## src/rtl/flappy_pkg.sv

```systemverilog
// Constants and types shared by the bird mover and the collision detector.
package flappy_pkg;

  localparam int SCREEN_H  = 480;
  localparam int BIRD_H    = 56;
  localparam int HIT_CNT_W = 8;

  typedef enum logic [1:0] {
    ARMED  = 2'd0,
    STROBE = 2'd1,
    GRACE  = 2'd2
  } state_t;

endpackage

```

## src/rtl/frame_grace_timer.sv

```systemverilog
// Loadable 8-bit down-counter stepped once per frame; `expire` marks the step that reaches zero.
module frame_grace_timer (
  input  logic       clk,
  input  logic       reset,
  input  logic       load,
  input  logic [7:0] load_val,
  input  logic       step,
  output logic       active,
  output logic       expire
);

  logic [7:0] count;

  always_ff @(posedge clk) begin
    if (reset) begin
      count <= 8'd0;
    end else if (load) begin
      count <= load_val;
    end else if (step && (count != 8'd0)) begin
      count <= count - 8'd1;
    end
  end

  assign active = (count != 8'd0);
  assign expire = step && (count == 8'd1);

endmodule

```

## src/rtl/bird_collision_detect.sv

```systemverilog
// Per-frame bird/pipe hit detector: one collision strobe per hit, then a grace window of whole frames.
// Optional BOUNDARY_HIT_EN: a bird at or below the floor line also counts as a hit.
module bird_collision_detect
  import flappy_pkg::*;
#(
  parameter int GRACE_FRAMES = 60
) (
  input  logic                 clk,
  input  logic                 reset,
  input  logic                 startOfFrame,
  input  logic                 bird_draw_req,
  input  logic                 pipe_draw_req,
  input  logic [31:0]          topLeft_y_bird,
  input  logic                 game_over,
  output logic                 collision,
  output logic [HIT_CNT_W-1:0] hit_count,
  output logic                 grace_active,
  output state_t               fsm_state
);

  localparam logic [HIT_CNT_W-1:0] HIT_MAX = '1;

  // A zero-length grace window would let the FSM strobe on back-to-back frames.
  if (GRACE_FRAMES < 1 || GRACE_FRAMES > 255) begin : g_bad_grace
    $error("bird_collision_detect: GRACE_FRAMES must be in 1..255");
  end

  logic overlap_now;
  logic overlap_flag;
  logic timer_active;
  logic timer_expire;

`ifdef BOUNDARY_HIT_EN
  localparam logic [31:0] FLOOR_Y = 32'(SCREEN_H - BIRD_H);
  assign overlap_now = (bird_draw_req && pipe_draw_req) || (topLeft_y_bird >= FLOOR_Y);
`else
  logic unused_y;
  assign unused_y    = |topLeft_y_bird;
  assign overlap_now = bird_draw_req && pipe_draw_req;
`endif

  frame_grace_timer u_grace (
    .clk      (clk),
    .reset    (reset),
    .load     (fsm_state == STROBE),
    .load_val (8'(GRACE_FRAMES)),
    .step     (startOfFrame),
    .active   (timer_active),
    .expire   (timer_expire)
  );

  always_ff @(posedge clk) begin
    if (reset) begin
      fsm_state    <= ARMED;
      overlap_flag <= 1'b0;
      collision    <= 1'b0;
      hit_count    <= '0;
      grace_active <= 1'b0;
    end else begin
      collision <= 1'b0;

      // The frame-closing pulse wins: a same-cycle overlap is judged below, then dropped.
      if (startOfFrame) begin
        overlap_flag <= 1'b0;
      end else if (overlap_now) begin
        overlap_flag <= 1'b1;
      end

      unique case (fsm_state)
        ARMED: begin
          if (startOfFrame && (overlap_flag || overlap_now) && !game_over) begin
            fsm_state <= STROBE;
            collision <= 1'b1;
            if (hit_count != HIT_MAX) begin
              hit_count <= hit_count + 1'b1;
            end
          end
        end
        STROBE: begin
          fsm_state    <= GRACE;
          grace_active <= 1'b1;
        end
        GRACE: begin
          if (timer_expire || !timer_active) begin
            fsm_state    <= ARMED;
            grace_active <= 1'b0;
          end
        end
        default: begin
          fsm_state    <= ARMED;
          grace_active <= 1'b0;
        end
      endcase
    end
  end

endmodule
```

## config.mk

```make
export PLATFORM = sky130hd
export DESIGN_NAME = bird_collision_detect
export DESIGN_NICKNAME = d
export VERILOG_FILES = /design/src/rtl/flappy_pkg.sv /design/src/rtl/frame_grace_timer.sv /design/src/rtl/bird_collision_detect.sv
export SDC_FILE = /design/constraint.sdc
export NUM_CORES = 1
export LEC_CHECK = 0
export ABC_AREA = 0
export CORE_UTILIZATION = 42
export CTS_BUF_LIST = sky130_fd_sc_hd__clkbuf_16
export DETAILED_ROUTE_END_ITERATION = 7
export PLACE_DENSITY = 0.88
export SYNTH_ARGS = -nofsm -noshare
export SYNTH_HDL_FRONTEND = slang
export SYNTH_SLANG_ARGS = --single-unit
```

## constraint.sdc

```tcl
create_clock -name clk -period 5 [get_ports clk]
set_input_delay 0.75 -clock clk [delete_from_list [all_inputs] [get_ports clk]]
set_output_delay 0.75 -clock clk [all_outputs]
set_load 0.01 [all_outputs]
```

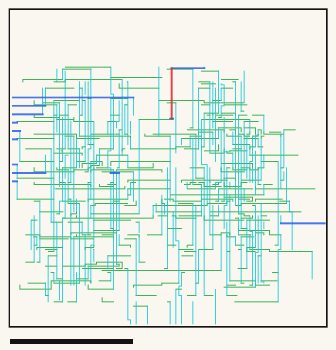
Figure 1: run 1, wiring by layer.
Bar = 20 um.
legend:
  cyan:
    layer: metal 2
    wire_length: 1,180 um
  green:
    layer: metal 1
    wire_length: 930 um
  blue:
    layer: metal 3
    wire_length: 52.9 um
  red:
    layer: metal 4
    wire_length: 8.20 um

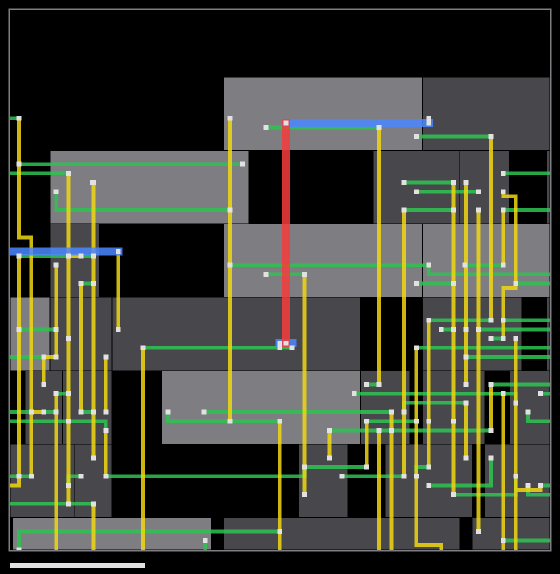
Figure 2: run 1, layout detail.
Bar = 5 um. Region (16, 26) to (36, 46) um. Cells in grey, sequential cells in the stronger grey; small squares are vias.
legend:
  red:
    layer: metal 4
  yellow:
    layer: metal 2
  green:
    layer: metal 1
  blue:
    layer: metal 3
sequential cells in the window: 5
netlist names of flops here include: u_grace.count (4), hit_count (1)
cells with their middle in the window: 21
most frequent: dfxtp_1 (5), a21oi_1 (3)

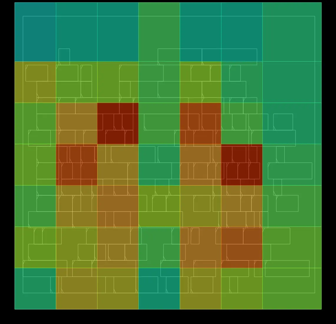
Figure 3: run 1, routing congestion map.
routed length per instance: 13.92 um
final design utilization: 57.49%
Top Usage Layer GRT: met2
overall routing resource usage: 18.91%
met1 GRT Util: 18.84%

==> report_table.html, run 1 <==
<p>Metrics extracted from the flow reports.</p>
<table>
<tr><th>Metric</th><th>Value</th></tr>
<tr><th colspan="2">Layout</th></tr>
<tr><td>Final Net Count</td><td>171</td></tr>
<tr><td>Register share of the cell area</td><td>32.43%</td></tr>
<tr><td>Biggest registers after layout</td><td>hit_count (8), u_grace.count (8), fsm_state (2)</td></tr>
<tr><td>Most frequent logic cell in the layout</td><td>dfxtp_1</td></tr>
<tr><td>Signed area change from the synthesized netlist to the final layout</td><td>27.27%</td></tr>
<tr><td>Top cells excl fill/tap</td><td>dfxtp_1, clkdlybuf4s50_1, nor2_1</td></tr>
<tr><td>FFs &amp; Latches</td><td>21</td></tr>
<tr><td>Comb gates</td><td>83</td></tr>
<tr><td>Non-filler instance count after layout</td><td>156</td></tr>
<tr><td>Non-clock inverter count in the final layout</td><td>3</td></tr>
<tr><th colspan="2">Run status</th></tr>
<tr><td>Outcome</td><td>finished clean</td></tr>
<tr><th colspan="2">Worst setup path</th></tr>
<tr><td>Element type at the critical path end</td><td>register</td></tr>
<tr><td>Startpoint of the worst register-to-register path</td><td>u_grace.count[0]</td></tr>
<tr><td>Register-to-Register Setup Slack</td><td>3.20 ns</td></tr>
<tr><td>Worst r2r path cells</td><td>6</td></tr>
<tr><td>Classification of the worst setup path</td><td>input pin to register</td></tr>
<tr><td>Startpoint of the worst setup timing path</td><td>startOfFrame</td></tr>
<tr><td>Data arrival time at the worst-slack endpoint</td><td>2.60 ns</td></tr>
<tr><th colspan="2">Placement</th></tr>
<tr><td>Final weighted congestion in routability-driven placement</td><td>0.8555</td></tr>
<tr><td>Post-placement setup slack</td><td>2.351 ns</td></tr>
<tr><td>Post-detailed-placement cell area</td><td>1216 sq um</td></tr>
<tr><th colspan="2">Routing</th></tr>
<tr><td>Post-Route M1 WL</td><td>930 um</td></tr>
<tr><td>DR WL met3</td><td>52 um</td></tr>
<tr><td>WL final</td><td>2172 um</td></tr>
<tr><td>First-pass detailed-route iteration total</td><td>4</td></tr>
<tr><td>Vias</td><td>869</td></tr>
<tr><th colspan="2">Hold path</th></tr>
<tr><td>Worst Hold Path EP</td><td>u_grace.count[6]</td></tr>
<tr><td>Worst hold path startpoint</td><td>u_grace.count[6]</td></tr>
<tr><th colspan="2">Power and ir drop</th></tr>
<tr><td>Clock distribution power</td><td>171 uW</td></tr>
<tr><td>Standby leakage power</td><td>0.0004738 uW</td></tr>
<tr><td>Net switching power</td><td>214.5 uW</td></tr>
<tr><td>Share of total power in the clock network</td><td>27.8%</td></tr>
<tr><td>Switching power share of the total</td><td>34.88%</td></tr>
<tr><td>Power consumed by combinational cells</td><td>215 uW</td></tr>
<tr><td>Top power consumer group</td><td>sequential cells</td></tr>
<tr><td>Relative contribution of combinational cells to total power</td><td>35.0%</td></tr>
<tr><td>Post-layout power</td><td>615.0 uW</td></tr>
<tr><td>Maximum resistive drop on vdd</td><td>0.0002909 V</td></tr>
<tr><td>Internal power of the cells</td><td>400.5 uW</td></tr>
<tr><th colspan="2">Synth</th></tr>
<tr><td>Area of the synthesized netlist per yosys stat</td><td>1018 sq um</td></tr>
<tr><td>Synthesis-stage register bit count</td><td>21</td></tr>
<tr><td>Count of distinct cell types in the synthesized netlist</td><td>39</td></tr>
<tr><td>Mux share of post-synthesis cell area</td><td>0.9828%</td></tr>
<tr><td>Netlist area before placement</td><td>1018 sq um</td></tr>
<tr><td>Post-synthesis share of cell area spent on and-or and or-and gates</td><td>19.78%</td></tr>
<tr><td>Number of enable flip-flop cells</td><td>0</td></tr>
<tr><td>Synth Area in Simple Gates</td><td>25.18%</td></tr>
<tr><th colspan="2">Global routing</th></tr>
<tr><td>Number of antenna violations at the first check in global routing</td><td>0</td></tr>
<tr><td>Global-route wire length before repair</td><td>3739 um</td></tr>
<tr><td>Pin count of the biggest net entering global routing</td><td>20</td></tr>
<tr><td>Met3 routing resource usage after global routing</td><td>4.762%</td></tr>
<tr><th colspan="2">Die</th></tr>
<tr><td>Horiz. Die Dim</td><td>51.25 um</td></tr>
<tr><td>Core Box Area</td><td>2255 sq um</td></tr>
<tr><td>Tap cells</td><td>28</td></tr>
<tr><td>Std cell rows</td><td>17</td></tr>
<tr><th colspan="2">Flow run</th></tr>
<tr><td>Number of max-capacitance violations reported</td><td>0</td></tr>
<tr><td>Number of warnings in the stage logs</td><td>60</td></tr>
<tr><th colspan="2">CTS</th></tr>
<tr><td>Setup bufs post-CTS</td><td>0</td></tr>
<tr><td>CTS H-tree lvls</td><td>1</td></tr>
<tr><td>Clock latency reported for the late side of the worst-skew pair</td><td>0.26 ns</td></tr>
<tr><td>CTS Root Cell</td><td>clkbuf_16</td></tr>
<tr><td>Clock sink count</td><td>21</td></tr>
<tr><td>Clock tree from TritonCTS</td><td>yes</td></tr>
<tr><th colspan="2">Final timing</th></tr>
<tr><td>RSZ-0062 raised after global routing</td><td>no</td></tr>
<tr><td>Final worst path period share</td><td>48.64%</td></tr>
<tr><td>Sum of negative setup slack</td><td>0 ns</td></tr>
</table>
## run 1: worst max-delay path: stages
cell and delay, ns:
clkdlybuf4s50_1 0.60, nor4b_4 0.44, o211ai_4 0.19, or4_1 0.43
a21oi_1 0.18
## run 1: cells in the mapped netlist (all sizes together) (2+ instances only)
library cell	count	share of area, %
a211oi	2	1.5
a21oi	9	4.4
a31oi	3	1.8
clkbuf	2	0.74
dfxtp	21	41
ha	4	4.9
inv	3	1.1
nand2	6	2.2
nand2b	3	1.8
nand3	5	2.5
nor2	10	3.7
nor3	3	2.0
nor3b	3	2.7
o2111ai	2	2.3
o21ai	5	2.5
or2	2	1.2
or3	4	2.5
xnor2	2	1.7
xor2	5	4.3
Figure 4. Selected gate families (run 1).
Bar = 20 um.
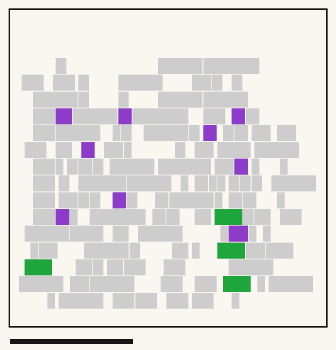

--- run 2 (diff from run 1) ---
--- a/config.mk
+++ b/config.mk
@@ -6,10 +6,10 @@
 export NUM_CORES = 1
 export LEC_CHECK = 0
 export ABC_AREA = 0
-export CORE_UTILIZATION = 42
+export CORE_UTILIZATION = 39
 export CTS_BUF_LIST = sky130_fd_sc_hd__clkbuf_16
 export DETAILED_ROUTE_END_ITERATION = 7
-export PLACE_DENSITY = 0.88
+export PLACE_DENSITY = 0.83
 export SYNTH_ARGS = -nofsm -noshare
 export SYNTH_HDL_FRONTEND = slang
 export SYNTH_SLANG_ARGS = --single-unit
==> constraint.sdc (replaced) <==
create_clock -name clk -period 2.4 [get_ports clk]
set_input_delay 0.36 -clock clk [delete_from_list [all_inputs] [get_ports clk]]
set_output_delay 0.36 -clock clk [all_outputs]
set_load 0.01 [all_outputs]
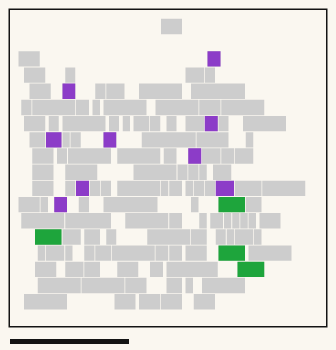
Figure 5: run 2, selected gate families.
Bar = 20 um.
legend:
  green:
    family: adder and majority cells
    cells: 4
  purple:
    family: AND and OR gates
    cells: 9
combinational fraction of the cell area: 44.35%
non-filler instance count after layout: 159
most frequent logic cell in the layout: dfxtp_1

==> run 2 against run 1 <==
Clock skew shrank 0.0028 ns. Global-route usage shrank 2.5 points. Register-to-register slack lost 2.6 ns. Die area is 7.4% higher. Critical path depth unchanged. Total power grew 110%. Sequential power rose by 110%. First-iteration DRC count decreased by 63%. Non-clock buffer count up 1. Sequential share of layout area shrank 0.25 points. Hold slack worse by 0.0048 ns. Synthesized cell count stayed put. Largest cell class unchanged.
==> report_table.html, run 2 <==
<p>Metrics extracted from the flow reports.</p>
<table>
<tr><th>Metric</th><th>Value</th></tr>
<tr><th colspan="2">Worst setup path</th></tr>
<tr><td>Crit path largest cell delay</td><td>0.60 ns (about the same)</td></tr>
<tr><td>Worst-path cell chain</td><td>clkdlybuf4s50_1, nor4b_4, o2111ai_2, or3_1, a21oi_1</td></tr>
<tr><td>Number of buffer and inverter instances along the worst setup path</td><td>1 (unchanged)</td></tr>
<tr><td>Register-to-Register Setup Slack</td><td>0.60 ns (-2.60 ns)</td></tr>
<tr><th colspan="2">Power and ir drop</th></tr>
<tr><td>Post-layout power</td><td>1267 uW (+110%)</td></tr>
<tr><td>Internal power of the cells</td><td>834.5 uW (+110%)</td></tr>
<tr><td>Standby leakage power</td><td>0.0004786 uW (+1.0%)</td></tr>
<tr><th colspan="2">Routing</th></tr>
<tr><td>Routed length per instance</td><td>12.72 um (-8.6%)</td></tr>
<tr><td>Post-Route M1 WL</td><td>882 um (-5.2%)</td></tr>
<tr><td>Vias</td><td>839 (-3.5%)</td></tr>
<tr><td>First-pass detailed-route iteration total</td><td>4 (unchanged)</td></tr>
<tr><th colspan="2">Global routing</th></tr>
<tr><td>Global-route wire length before repair</td><td>3353 um (-10%)</td></tr>
<tr><td>Pin count of the biggest net entering global routing</td><td>13 (-35%)</td></tr>
<tr><td>Overall routing resource usage</td><td>16.39% (-2.5 points)</td></tr>
<tr><th colspan="2">Hold path</th></tr>
<tr><td>Worst hold path startpoint</td><td>hit_count[6]</td></tr>
<tr><td>Worst Hold Path EP</td><td>hit_count[6]</td></tr>
<tr><th colspan="2">Layout</th></tr>
<tr><td>Comb gates</td><td>83 (unchanged)</td></tr>
<tr><td>Biggest registers after layout</td><td>hit_count (8), u_grace.count (8), fsm_state (2)</td></tr>
<tr><td>Register share of the cell area</td><td>32.18% (-0.25 points)</td></tr>
<tr><td>Final Net Count</td><td>172 (+0.58%)</td></tr>
<tr><td>Non-clock inverter count in the final layout</td><td>3 (unchanged)</td></tr>
<tr><th colspan="2">Final timing</th></tr>
<tr><td>Sum of negative setup slack</td><td>0 ns (unchanged)</td></tr>
<tr><td>Final worst path period share</td><td>81.98%</td></tr>
<tr><td>RSZ-0062 raised after global routing</td><td>no</td></tr>
<tr><th colspan="2">Synth</th></tr>
<tr><td>Cell taking the most area after synthesis</td><td>dfxtp_1</td></tr>
<tr><td>Netlist area before placement</td><td>1018 sq um (unchanged)</td></tr>
<tr><td>Synth Area in Simple Gates</td><td>25.18% (unchanged)</td></tr>
<tr><td>Main area contributors after synthesis</td><td>dfxtp_1, ha_1, a21oi_1, xor2_1, nor2_1</td></tr>
<tr><td>Synthesis-stage register bit count</td><td>21 (unchanged)</td></tr>
<tr><td>Area of the synthesized netlist per yosys stat</td><td>1018 sq um (unchanged)</td></tr>
<tr><td>Cell with the most instances after synthesis</td><td>dfxtp_1</td></tr>
<tr><td>Yosys top cell area share</td><td>41.28% (unchanged)</td></tr>
<tr><th colspan="2">CTS</th></tr>
<tr><td>Clock sink count</td><td>21 (unchanged)</td></tr>
<tr><td>Clock latency reported for the late side of the worst-skew pair</td><td>0.25 ns (about the same)</td></tr>
<tr><td>Clock tree from TritonCTS</td><td>yes</td></tr>
<tr><td>Setup bufs post-CTS</td><td>0 (unchanged)</td></tr>
<tr><th colspan="2">Die</th></tr>
<tr><td>Horiz. Die Dim</td><td>53.10 um (+3.6%)</td></tr>
<tr><th colspan="2">Run status</th></tr>
<tr><td>Outcome</td><td>finished clean</td></tr>
<tr><th colspan="2">Flow run</th></tr>
<tr><td>Number of warnings in the stage logs</td><td>60 (unchanged)</td></tr>
<tr><th colspan="2">Placement</th></tr>
<tr><td>Post-placement setup slack</td><td>0.1804 ns (-2.171 ns)</td></tr>
</table>
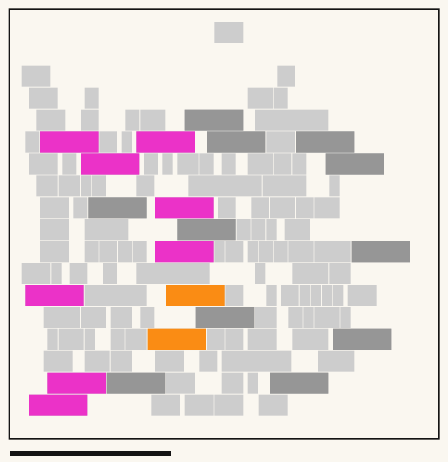
Figure 6: run 2, sequential cells coloured by netlist name.
Bar = 20 um. Other sequential cells in the stronger grey, the rest of the logic in the fainter grey.
legend:
  orange:
    signal: fsm_state
    flops: 2
  magenta:
    signal: hit_count
    flops: 8
not coloured: 11

-- run 2: layer usage --
layer  GRT usage [%]  up-vias
li1                -      435
met1           16.55      386
met2           31.86       15
met3           4.310        3
met4           5.263        0
met5               0        -
-- run 2: kinds of logic after synthesis --
logic type,count (synthesis)
AND-OR/OR-AND,28
XOR/XNOR,7
adder cells (fa/ha/maj),4
buffers and inverters,5
flip-flops,21
multiplexers,1
AND/OR/NAND/NOR,43
-- run 2: power groups by stage --
stage | combinational, uW | sequential [uW] | clock, uW
after CTS | 440 | 476 | 357
final | 439 | 476 | 352
after global placement | 424 | 477 | 0
after global routing | 501 | 485 | 370
after detailed placement | 432 | 482 | 0
after floorplan | 359 | 470 | 0
Figure 7. Layout detail (run 2).
Bar = 5 um. Region (17, 27) to (37, 47) um. Cells in grey, sequential cells in the stronger grey; small squares are vias.
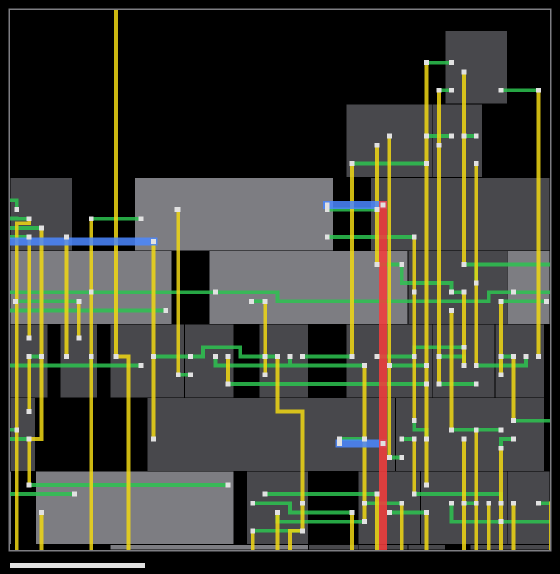

--- run 3 (diff from run 2) ---
--- a/config.mk
+++ b/config.mk
@@ -6,10 +6,10 @@
 export NUM_CORES = 1
 export LEC_CHECK = 0
 export ABC_AREA = 0
-export CORE_UTILIZATION = 39
+export CORE_UTILIZATION = 36
 export CTS_BUF_LIST = sky130_fd_sc_hd__clkbuf_16
 export DETAILED_ROUTE_END_ITERATION = 7
-export PLACE_DENSITY = 0.83
+export PLACE_DENSITY = 0.81
 export SYNTH_ARGS = -nofsm -noshare
 export SYNTH_HDL_FRONTEND = slang
 export SYNTH_SLANG_ARGS = --single-unit
==> constraint.sdc (replaced) <==
create_clock -name clk -period 1.6 [get_ports clk]
set_input_delay 0.24 -clock clk [delete_from_list [all_inputs] [get_ports clk]]
set_output_delay 0.24 -clock clk [all_outputs]
set_load 0.01 [all_outputs]
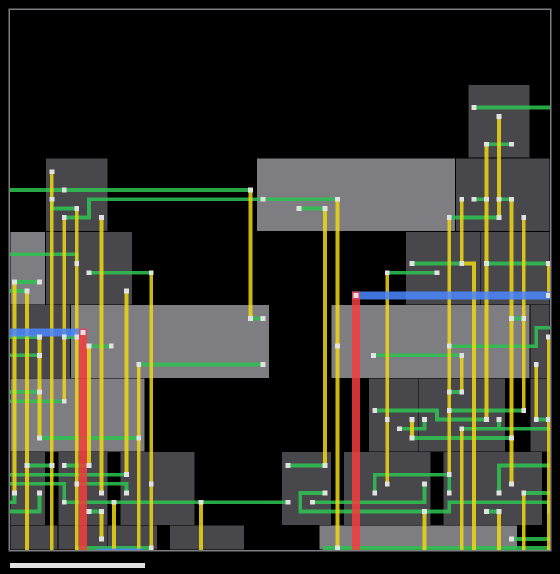
Figure 8: run 3, layout detail.
Bar = 5 um. Region (18, 29) to (38, 49) um. Cells in grey, sequential cells in the stronger grey; small squares are vias.
legend:
  blue:
    layer: metal 3
  yellow:
    layer: metal 2
  red:
    layer: metal 4
  green:
    layer: metal 1
most frequent: dfxtp_1 (4), buf_4 (3)
sequential cells in the window: 4
cells with their middle in the window: 18
netlist names of flops here include: hit_count (2), u_grace.count (2)

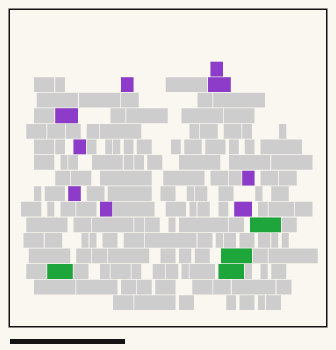
Figure 9: run 3, selected gate families.
Bar = 20 um.
non-filler instance count after layout: 179
combinational fraction of the cell area: 40.91%
most frequent logic cell in the layout: buf_4

==> run 3 against run 2 <==
Total power grew 72%. Clock skew is essentially flat. Global-route usage grew 3.8 points. Final area grew 14%. Critical endpoint is now fsm_state[0]. Largest power group is now combinational logic.
==> report_table.html, run 3 <==
<p>Metrics extracted from the flow reports.</p>
<table>
<tr><th>Metric</th><th>Value</th></tr>
<tr><th colspan="2">Routing</th></tr>
<tr><td>Vias</td><td>968 (+15%)</td></tr>
<tr><td>Routed length per instance</td><td>14.13 um (+11%)</td></tr>
<tr><td>First-pass detailed-route iteration total</td><td>4 (unchanged)</td></tr>
<tr><td>Post-Route M1 WL</td><td>1075 um (+22%)</td></tr>
<tr><td>Final antenna-violating net count</td><td>0</td></tr>
<tr><td>Residual DRC</td><td>0</td></tr>
<tr><th colspan="2">Layout</th></tr>
<tr><td>Footprint of the flip-flops and latches</td><td>425.4 sq um</td></tr>
<tr><td>Non-clock inverter count in the final layout</td><td>3 (unchanged)</td></tr>
<tr><td>Comb gates</td><td>83 (unchanged)</td></tr>
<tr><td>Register share of the cell area</td><td>28.50% (-3.7 points)</td></tr>
<tr><td>Biggest registers after layout</td><td>hit_count (8), u_grace.count (8), fsm_state (2)</td></tr>
<tr><td>Final Net Count</td><td>192 (+12%)</td></tr>
<tr><td>Ant. Diodes</td><td>0</td></tr>
<tr><td>Design area</td><td>1493 sq um</td></tr>
<tr><th colspan="2">Synth</th></tr>
<tr><td>Synthesis-stage register bit count</td><td>21 (unchanged)</td></tr>
<tr><td>Cell taking the most area after synthesis</td><td>dfxtp_1</td></tr>
<tr><td>Netlist area before placement</td><td>1018 sq um (unchanged)</td></tr>
<tr><td>Synth Net Count</td><td>151</td></tr>
<tr><td>Synthesized area per cell</td><td>9.344 sq um</td></tr>
<tr><td>Synth Area in Simple Gates</td><td>25.18% (unchanged)</td></tr>
<tr><td>Cell with the most instances after synthesis</td><td>dfxtp_1</td></tr>
<tr><td>Main area contributors after synthesis</td><td>dfxtp_1, ha_1, a21oi_1, xor2_1, nor2_1</td></tr>
<tr><td>Area of the synthesized netlist per yosys stat</td><td>1018 sq um (unchanged)</td></tr>
<tr><td>Dominant non-sequential cell family after synthesis</td><td>simple AND/OR/NAND/NOR gates</td></tr>
<tr><td>Yosys top cell area share</td><td>41.28% (unchanged)</td></tr>
<tr><th colspan="2">Die</th></tr>
<tr><td>Die outline height</td><td>55.19 um</td></tr>
<tr><td>Tap cells</td><td>30</td></tr>
<tr><td>Horiz. Die Dim</td><td>55.19 um (+3.9%)</td></tr>
<tr><td>Starting density of the core</td><td>39.67%</td></tr>
<tr><th colspan="2">Final timing</th></tr>
<tr><td>Final worst hold slack</td><td>0.4784 ns</td></tr>
<tr><td>Peak clock frequency supported by timing</td><td>637.8 MHz</td></tr>
<tr><td>Sum of negative setup slack</td><td>0 ns (unchanged)</td></tr>
<tr><td>RSZ-0062 raised after global routing</td><td>yes</td></tr>
<tr><td>Transition at the pin with the smallest max-transition slack</td><td>0.3575 ns</td></tr>
<tr><td>Final worst path period share</td><td>98.00%</td></tr>
<tr><th colspan="2">Flow run</th></tr>
<tr><td>Number of warnings in the stage logs</td><td>62 (+3.3%)</td></tr>
<tr><th colspan="2">Placement</th></tr>
<tr><td>I/O Buffers</td><td>17</td></tr>
<tr><td>Post-placement setup slack</td><td>-0.3119 ns (-0.4923 ns)</td></tr>
<tr><th colspan="2">Global routing</th></tr>
<tr><td>Pin count of the biggest net entering global routing</td><td>12 (-1)</td></tr>
<tr><td>Top Usage Layer GRT</td><td>met2</td></tr>
<tr><td>Global-route wire length before repair</td><td>4271 um (+27%)</td></tr>
<tr><td>Met3 routing resource usage after global routing</td><td>5.738% (+1.4 points)</td></tr>
<tr><td>Met1 GRT Util</td><td>21.38% (+4.8 points)</td></tr>
<tr><td>Met2 track demand over resource in global routing</td><td>37.55% (+5.7 points)</td></tr>
<tr><td>Overall routing resource usage</td><td>20.23% (+3.8 points)</td></tr>
<tr><th colspan="2">Worst setup path</th></tr>
<tr><td>Crit path largest cell delay</td><td>0.54 ns (-0.06 ns)</td></tr>
<tr><td>Critical-path cell with the highest stage delay</td><td>clkdlybuf4s50_1</td></tr>
<tr><td>Required @ worst endpoint</td><td>1.36 ns</td></tr>
<tr><td>Worst-path cell chain</td><td>buf_4, clkdlybuf4s50_1</td></tr>
<tr><td>Number of buffer and inverter instances along the worst setup path</td><td>2 (+1)</td></tr>
<tr><td>Top cell family by delay on the critical path</td><td>buffers and inverters</td></tr>
<tr><td>Worst-path fanout max</td><td>4</td></tr>
<tr><th colspan="2">CTS</th></tr>
<tr><td>Clock tree from TritonCTS</td><td>yes</td></tr>
<tr><td>Clock buffer depth</td><td>2</td></tr>
<tr><td>Setup bufs post-CTS</td><td>3 (+3)</td></tr>
<tr><td>Worst-path clk slew</td><td>0.05 ns</td></tr>
<tr><td>CTS hold repair buffers</td><td>0</td></tr>
<tr><td>Clock latency reported for the late side of the worst-skew pair</td><td>0.26 ns (about the same)</td></tr>
<tr><td>Clock sink count</td><td>21 (unchanged)</td></tr>
<tr><td>Post-CTS Resized</td><td>1</td></tr>
<tr><th colspan="2">Power and ir drop</th></tr>
<tr><td>Post-layout power</td><td>2176 uW (+72%)</td></tr>
<tr><td>Standby leakage power</td><td>0.0005925 uW (+24%)</td></tr>
<tr><th colspan="2">Run status</th></tr>
<tr><td>Outcome</td><td>finished clean</td></tr>
</table>
## run 3: cell counts after synthesis
No cell type changed its count.
## run 3: cells by family after synthesis
group	after synthesis
fa+ha+maj	4
flops	21
simple gates	43
compound gates	28
buf+inv	5
mux	1
xor+xnor	7
## run 3: final timing paths
path / cells past startpoint / endpoint / slack, ns / from
worst min register to register: 2 / hit_count[6] / 0.51 / hit_count[6]
worst max register to register: 6 / u_grace.count[6] / 0.07 / u_grace.count[1]
worst max-delay path: 2 / fsm_state[0] / 0.03 / fsm_state[0]
worst min-delay path: 3 / overlap_flag / 0.48 / startOfFrame
## run 3: where the power goes
part           internal [uW]  switching (uW)  total, uW
sequential               626            95.7        721
clock                    333             193        526
combinational            475             454        929
total                   1430             743       2180
Power figures rest on the tool's default switching activity, not on a simulated workload.
